Design rc4_keystream_ctrl_flat, sky130hd; sources not shown.
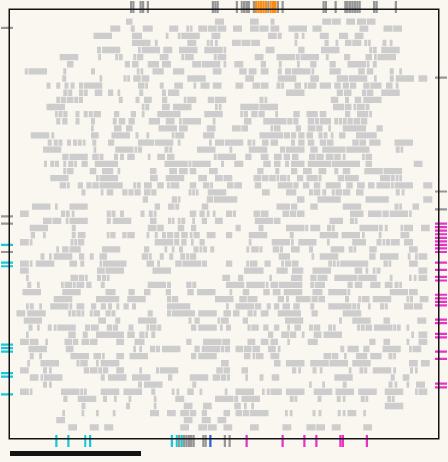
Run 1: pin map
Scale bar: 50 um. Pins as bars across the die edge, other pins in gray.
| port | color | pins | direction | edge |
|---|---|---|---|---|
| msg_len | cyan | 16 | input | 9 left, 7 bottom |
| bus_mem_waddr | orange | 8 | output | top |
| busy | blue | 1 | output | bottom |
| key | magenta | 32 | input | 25 right, 7 bottom |
all pins by edge: 38 top, 28 right, 25 bottom, 13 left
vertical extent of the die: 163.5 um
die extent in x: 163.5 um
IO Port Bufs: 103

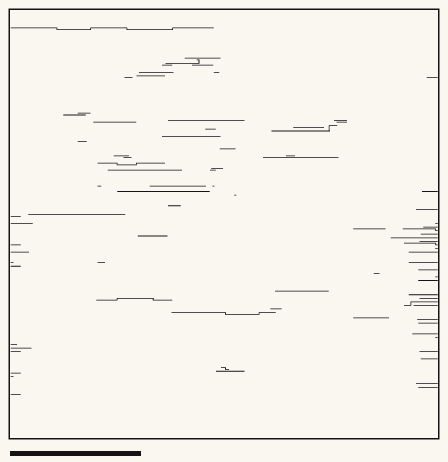
Run 1: metal 3
Scale bar: 50 um.
longest straight run: 36.8 um
nets with wire on the layer: 75
wire length on this layer: 896 um
share of all routed wire: 3.7%
final routed wirelength across all metal layers: 24.34 mm
routing usage on met3: 0.03149
total via count in the routed design: 7164

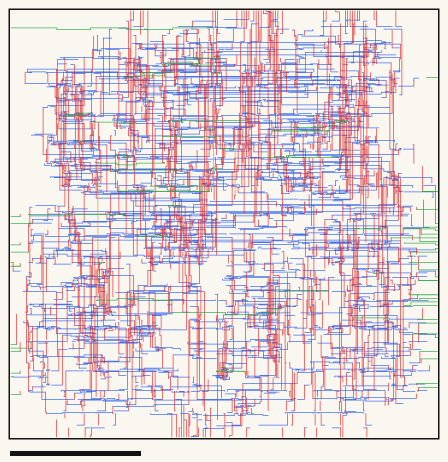
Run 1: routed metal, one color a layer
Scale bar: 50 um.
| layer | color | wire length |
|---|---|---|
| met4 | orange | 131 um |
| met2 | red | 11000 um |
| met3 | green | 896 um |
| met1 | blue | 12300 um |
All-Layer GR Usage: 0.1871
average routed wire per standard cell: 16.70 um

==> qor.json, run 1 <==
{
  "fin_crit_sh": 1.261,
  "largest_net_degree_at_the_start_of_global_routing": 61,
  "synthArstFlopShare": 0,
  "avgSynthCellArea_um2": 7.852,
  "cts_buffer_depth": 2,
  "fp_util": 0.2940,
  "synth_cells": 940,
  "synth.net_count": 1039,
  "fin_crit_ps": 4413,
  "yosys.area_share.adder": 0.05560,
  "grt_setup_unrepaired": "yes",
  "antenna_violating_nets_post_route": 0,
  "min_hold_slack_ps": 354.1,
  "area_leaders": "sky130_fd_sc_hd__dfxtp_1 (37%), sky130_fd_sc_hd__nand2_1 (8.4%), sky130_fd_sc_hd__a21oi_1 (7.4%), sky130_fd_sc_hd__ha_1 (4.7%), sky130_fd_sc_hd__nor2_1 (4.4%)",
  "synth_dominant_cell_count": "sky130_fd_sc_hd__nand2_1",
  "setup_violations": 9,
  "antenna_cells": 0,
  "cts.clk_slew.worst_paths_ps": 60,
  "worst_ep_required_time_ps": 2870,
  "fill_cells": 2679,
  "ys_dominant_reg_cell": "sky130_fd_sc_hd__dfxtp_1",
  "grt_overflow_total": 0,
  "drt_iter0_markers": 468,
  "post_dp_cell_area_um2": 9462,
  "insertion_delay_ps": 430,
  "hold_class": "flip-flop to flip-flop",
  "log.warning_count": 32,
  "yosys_cells": 940,
  "timing.critical_path.arrival_ps": 3790,
  "synthMuxAreaShare": 0.03543,
  "timing.slew.headroom": 0.4733,
  "chipArea_um2": 26740,
  "top_cell_area_share": 0.3662,
  "place_congestion": 0.8298,
  "simple_gate_portion_of_the_synthesized_area": 0.2387,
  "power.static_leakage_nw": 4.108,
  "run_status": "finished, violations left",
  "fp.coreArea_um2": 25110,
  "layout.nets": 1214,
  "drtPass1Iterations": 5,
  "final_layout_size_suffix_gt1_frac": 0.1863,
  "ys_seq_share": 0.3662,
  "start_kind": "flip-flop",
  "top_fanout_value_on_the_critical_path": 6,
  "tritoncts": "done",
  "post_synth_main_logic_family": "simple AND/OR/NAND/NOR gates",
  "worst_path_setup_slack_after_routing_ps": -912.7,
  "synthesis.yosys.warnings": 0,
  "achievable_freq_mhz": 226.6,
  "ys_chip_area_um2": 7381,
  "power_density_nw_per_um2": 485.9,
  "enable_flop_cells": 0,
  "drc": 0,
  "critPathCaptureType": "output pin",
  "std_cell_rows": 58,
  "critPathKind": "flip-flop to output pin",
  "synthTopCellsByCount": "sky130_fd_sc_hd__nand2_1 (166), sky130_fd_sc_hd__dfxtp_1 (135), sky130_fd_sc_hd__a21oi_1 (109)",
  "number_of_global_route_vias_before_repair": 7048,
  "numCtsBuffers": 17,
  "cts_max_level": 4,
  "layout.cell_area.non_filler_um2": 10280,
  "clock-sinks": 135,
  "cap_violations": 0,
  "synth.distinct_cells": 63,
  "largest_area_cell": "sky130_fd_sc_hd__dfxtp_1",
  "timing.reg2reg.worst_path_depth": 17,
  "violations": "setup timing",
  "vias_per_cell": 4.917,
  "grt_antenna_before_repair": 0,
  "transition_time_at_the_pin_with_the_least_slew_margin_ps": 787.1,
  "sequential_cell_area_um2": 2704,
  "boundaryPins": 104,
  "cts.root.buffer_cell": "sky130_fd_sc_hd__clkbuf_16",
  "ys_sh_aoi": 0.1924,
  "largest_register_ff_count": 32
}
run 1: final cells by class:
| type | instances | area share |
|---|---|---|
| Clock inverter | 14 | 0.01704 |
| Timing Repair Buffer | 210 | 0.1801 |
| Inverter | 27 | 0.009859 |
| Tap cell | 330 | 0.04017 |
| Multi-Input combinational cell | 724 | 0.4484 |
| Sequential cell | 135 | 0.2630 |
| Clock buffer | 17 | 0.04138 |
run 1: worst max-delay path, cell delays in order, from the launching register on:
cell and delay, ps:
sky130_fd_sc_hd__dfxtp_1 310, sky130_fd_sc_hd__or4_4 540, sky130_fd_sc_hd__nor3_4 190, sky130_fd_sc_hd__buf_6 130, sky130_fd_sc_hd__nand2_4 80, sky130_fd_sc_hd__nor2_2 100, sky130_fd_sc_hd__a21oi_2 40, sky130_fd_sc_hd__mux2_4 280
sky130_fd_sc_hd__ha_4 170, sky130_fd_sc_hd__fa_2 350, sky130_fd_sc_hd__a21o_1 210, sky130_fd_sc_hd__a21oi_4 160, sky130_fd_sc_hd__or4_4 150, sky130_fd_sc_hd__a21oi_4 60, sky130_fd_sc_hd__a211oi_4 300, sky130_fd_sc_hd__nand3_4 120
sky130_fd_sc_hd__buf_6 150
run 1: placed cells by master (no fill, tap or decap), drive strengths merged, types with 12 or more instances in the layout:
cell type,n
clkdlybuf4s50,94
nand3,20
nand4,12
nor2,89
inv,30
a22oi,16
nor3,23
xor2,34
dfxtp,135
mux2i,16
nand2,167
buf,116
ha,28
a21oi,109
clkbuf,17
o21ai,31
xnor2,22
run 1: layer usage:
layer,routed length (um),vias to the layer above,global-route usage
li1,-,3658,-
met1,12300,3365,0.2687
met2,11020,133,0.2963
met3,895,8,0.03149
met4,130,0,0.03469
met5,0,-,0
run 1: power by group:
group          switching (mW)  internal, mW  total, mW
clock network           0.757          1.12       1.88
logic                   0.786         0.596       1.38
registers              0.0822          1.65       1.73
total                    1.62          3.37       4.99
run 1: logic make-up (layout without fill, tap and decap cells):
group | Yosys count | count (layout)
compound gates | 228 | 228
xor+xnor | 56 | 56
fa+ha+maj | 31 | 31
buf+inv | 81 | 268
flops | 135 | 135
mux | 25 | 25
simple gates | 384 | 384
run 1: stage by stage:
stage,setup TNS (ps),instances
2_1_floorplan,-934.4,940
3_5_place_dp,-8194,1424
4_1_cts,-5819,1456
5_1_grt,-7055,1457
3_3_place_gp,-7901,1424
6_report,-5239,1457
run 1: repair_timing:
action,4_1_cts,5_1_grt
resized,62,27
setup buffers,2,1
endpoints found under the setup margin,17,12
pin swaps,11,25
Run 1, cell placement:
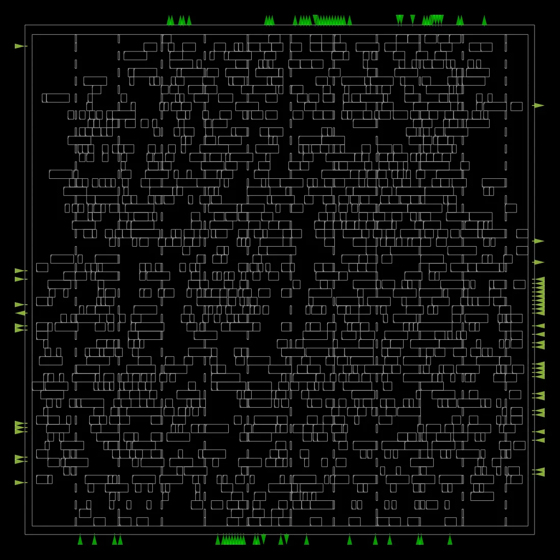

==> run 2, diff against run 1 <==
--- a/config.mk
+++ b/config.mk
@@ -10,7 +10,7 @@
 export CORE_MARGIN = 2
 export CORE_UTILIZATION = 29
 export DETAILED_ROUTE_END_ITERATION = 6
-export PLACE_DENSITY_LB_ADDON = 0.1
+export PLACE_DENSITY = 0.8
 export SLEW_MARGIN = 5
 export SYNTH_ARGS = -nofsm -noshare
 export SYNTH_HDL_FRONTEND = slang
==> constraint.sdc (replaced) <==
create_clock -name clk -period 3.5 [get_ports clk]
set_clock_uncertainty 0.1 [all_clocks]
set_input_delay 0.7 -clock clk [delete_from_list [all_inputs] [get_ports clk]]
set_output_delay 0.7 -clock clk [all_outputs]
set_load 0.02 [all_outputs]
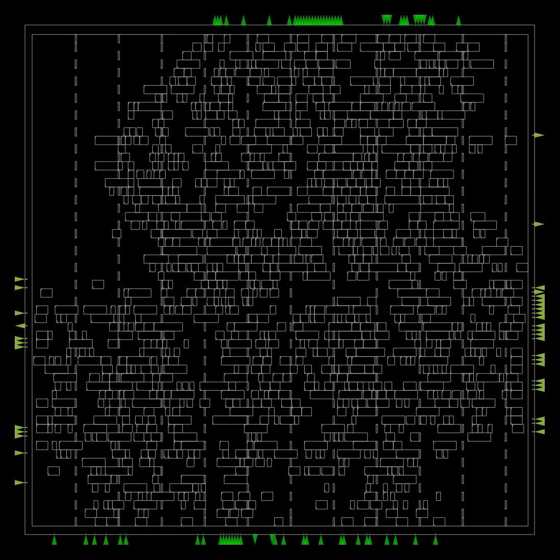
Run 2: cell placement
final-layout fill cell count: 2658
post-route insts no fill: 1453
Well Taps: 330
Placeable Area: 25110 um2
Util after Layout: 0.4041

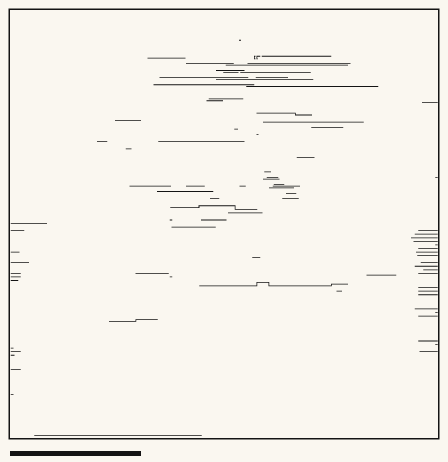
Run 2: metal 3
Scale bar: 50 um.
nets with wire on the layer: 78
main direction: horizontal
total via count in the routed design: 7153
final routed wirelength across all metal layers: 23.10 mm
routing usage on met3: 0.03123

==> run 2 against run 1 <==
Net effect:
- the flow still finishes with violations (setup timing)
- synthesized area stayed put
- first-iteration DRC count up 2.8%
- combinational power is 5% lower
- routed wire length decreased by 5.1%
- die area stayed put
- worst hold slack barely moved
- sequential power about the same
- critical path type unchanged
- critical endpoint unchanged
- via count shrank 0.15%
- critical path depth shrank 2
==> qor.json, run 2 <==
{
  "cts.clk_slew.worst_paths_ps": 60,
  "grt.total_usage": 0.1772,
  "cp.depth": 14,
  "enable_flop_cells": 0,
  "timing.critical_path.buf_inv": 2,
  "worst_ep_required_time_ps": 2700,
  "grt_overflow_total": 0,
  "hold_class": "flip-flop to flip-flop",
  "largest_area_cell": "sky130_fd_sc_hd__dfxtp_1",
  "log.warning_count": 32,
  "synthArstFlopShare": 0,
  "synthesis.yosys.warnings": 0,
  "layout.nets": 1209,
  "final_common_cell": "sky130_fd_sc_hd__nand2_1",
  "setup_violations": 16,
  "critical_path.cell_chain": "or4_4, nor3_4, buf_4, nand2_2, mux2_4, ha_4, fa_2, a21o_1, a21oi_2, or4_1, a21oi_2, a211oi_4, nand3_2, buf_2",
  "boundaryPins": 104,
  "run_status": "finished, violations left",
  "path_delay_family": "simple AND/OR/NAND/NOR gates",
  "std_cell_rows": 58,
  "vias_per_cell": 4.923,
  "violations": "setup timing",
  "cap_violations": 0,
  "avgSynthCellArea_um2": 7.852,
  "die_w_um": 163.5,
  "most-common-layout-cells": "sky130_fd_sc_hd__nand2_1 (165), sky130_fd_sc_hd__dfxtp_1 (132), sky130_fd_sc_hd__buf_4 (105)",
  "power_density_nw_per_um2": 493.9,
  "synthTopCellsByCount": "sky130_fd_sc_hd__nand2_1 (166), sky130_fd_sc_hd__dfxtp_1 (135), sky130_fd_sc_hd__a21oi_1 (109)",
  "tritoncts": "done",
  "power.static_leakage_nw": 4.195,
  "cts.root.buffer_cell": "sky130_fd_sc_hd__clkbuf_16",
  "insertion_delay_ps": 430,
  "grt_antenna_before_repair": 0,
  "cpMostUsedCell": "sky130_fd_sc_hd__a21oi_2",
  "critPathCaptureType": "output pin",
  "transition_time_at_the_pin_with_the_least_slew_margin_ps": 1165,
  "antenna_violating_nets_post_route": 0,
  "synth.net_count": 1039,
  "timing.critical_path.slowest_stage_cell": "sky130_fd_sc_hd__or4_4",
  "io_port_bufs": 103,
  "synth_cells": 940,
  "worst_path_setup_slack_after_routing_ps": -1045,
  "crit_path_max_incr_delay_ps": 550,
  "drc": 0
}
## run 2: cell types whose count changed in the layout (fill, tap and decap cells not counted), moves of 3 or more
cell                              change
sky130_fd_sc_hd__a22oi_1              +4
sky130_fd_sc_hd__buf_6                -5
sky130_fd_sc_hd__a21oi_1              +4
sky130_fd_sc_hd__clkdlybuf4s50_1      -7
sky130_fd_sc_hd__a22oi_2              -4
sky130_fd_sc_hd__nor2_1               +3
sky130_fd_sc_hd__clkinvlp_4           -3
sky130_fd_sc_hd__dlymetal6s2s_1       +7
sky130_fd_sc_hd__mux2_4               -3
sky130_fd_sc_hd__nor2_2               -3
## run 2: timing repair
item | in CTS | in global routing
gates cloned | 0 | 0
setup endpoints to repair | 26 | 26
pin swaps | 18 | 2
gates resized | 43 | 18
endpoints found under the hold margin | 0 | 0
setup buffers | 2 | 2
## run 2: cell type report
type | instances | area (um2)
fill | 2658 | 14960
multi-input combinational | 724 | 4502
sequential | 135 | 2706
timing repair buffer | 205 | 1790
clock buffer | 19 | 442.9
tap | 330 | 412.9
clock inverter | 13 | 191.4
inverter | 27 | 101.3
## run 2: report_power, final
part | switching [mW] | internal (mW) | total [mW]
Combinational | 0.757 | 0.554 | 1.31
Sequential | 0.0823 | 1.65 | 1.73
Clock | 0.745 | 1.22 | 1.97
## run 2: metrics by stage
step / setup WS (ps) / instances / utilization / hold slack [ps] / TNS (ps)
2_1_floorplan: -449.8 / 940 / - / 332.0 / -2074
3_3_place_gp: -1596 / 1417 / 0.3740 / 341.0 / -10040
5_1_grt: -1210 / 1453 / 0.4041 / 374.8 / -10470
4_1_cts: -1082 / 1451 / 0.4018 / 355.0 / -10990
3_5_place_dp: -1673 / 1417 / 0.3740 / 345.4 / -10670
6_report: -1045 / 1453 / 0.4041 / 354.0 / -7636
## run 2: cell families after synthesis
group | count (synthesis) | synth area share
AND-OR/OR-AND | 228 | 0.1924
adder cells (fa/ha/maj) | 31 | 0.05560
AND/OR/NAND/NOR | 384 | 0.2387
XOR/XNOR | 56 | 0.06645
multiplexers | 25 | 0.03543
buffers and inverters | 81 | 0.04526
flip-flops | 135 | 0.3662
## run 2: layer usage
metal  global-route usage  wire [um]
met1               0.2414      10990
met2               0.2906      10820
met3              0.03123       1038
met4              0.04306        256
met5                    0          0
## run 2: tightest hold or removal path, stage by stage, from the launching register on
cell and delay [ps]:
sky130_fd_sc_hd__dfxtp_1 310, sky130_fd_sc_hd__nand2_1 50, sky130_fd_sc_hd__a21oi_1 50
Power is estimated from default activity; no workload was simulated.
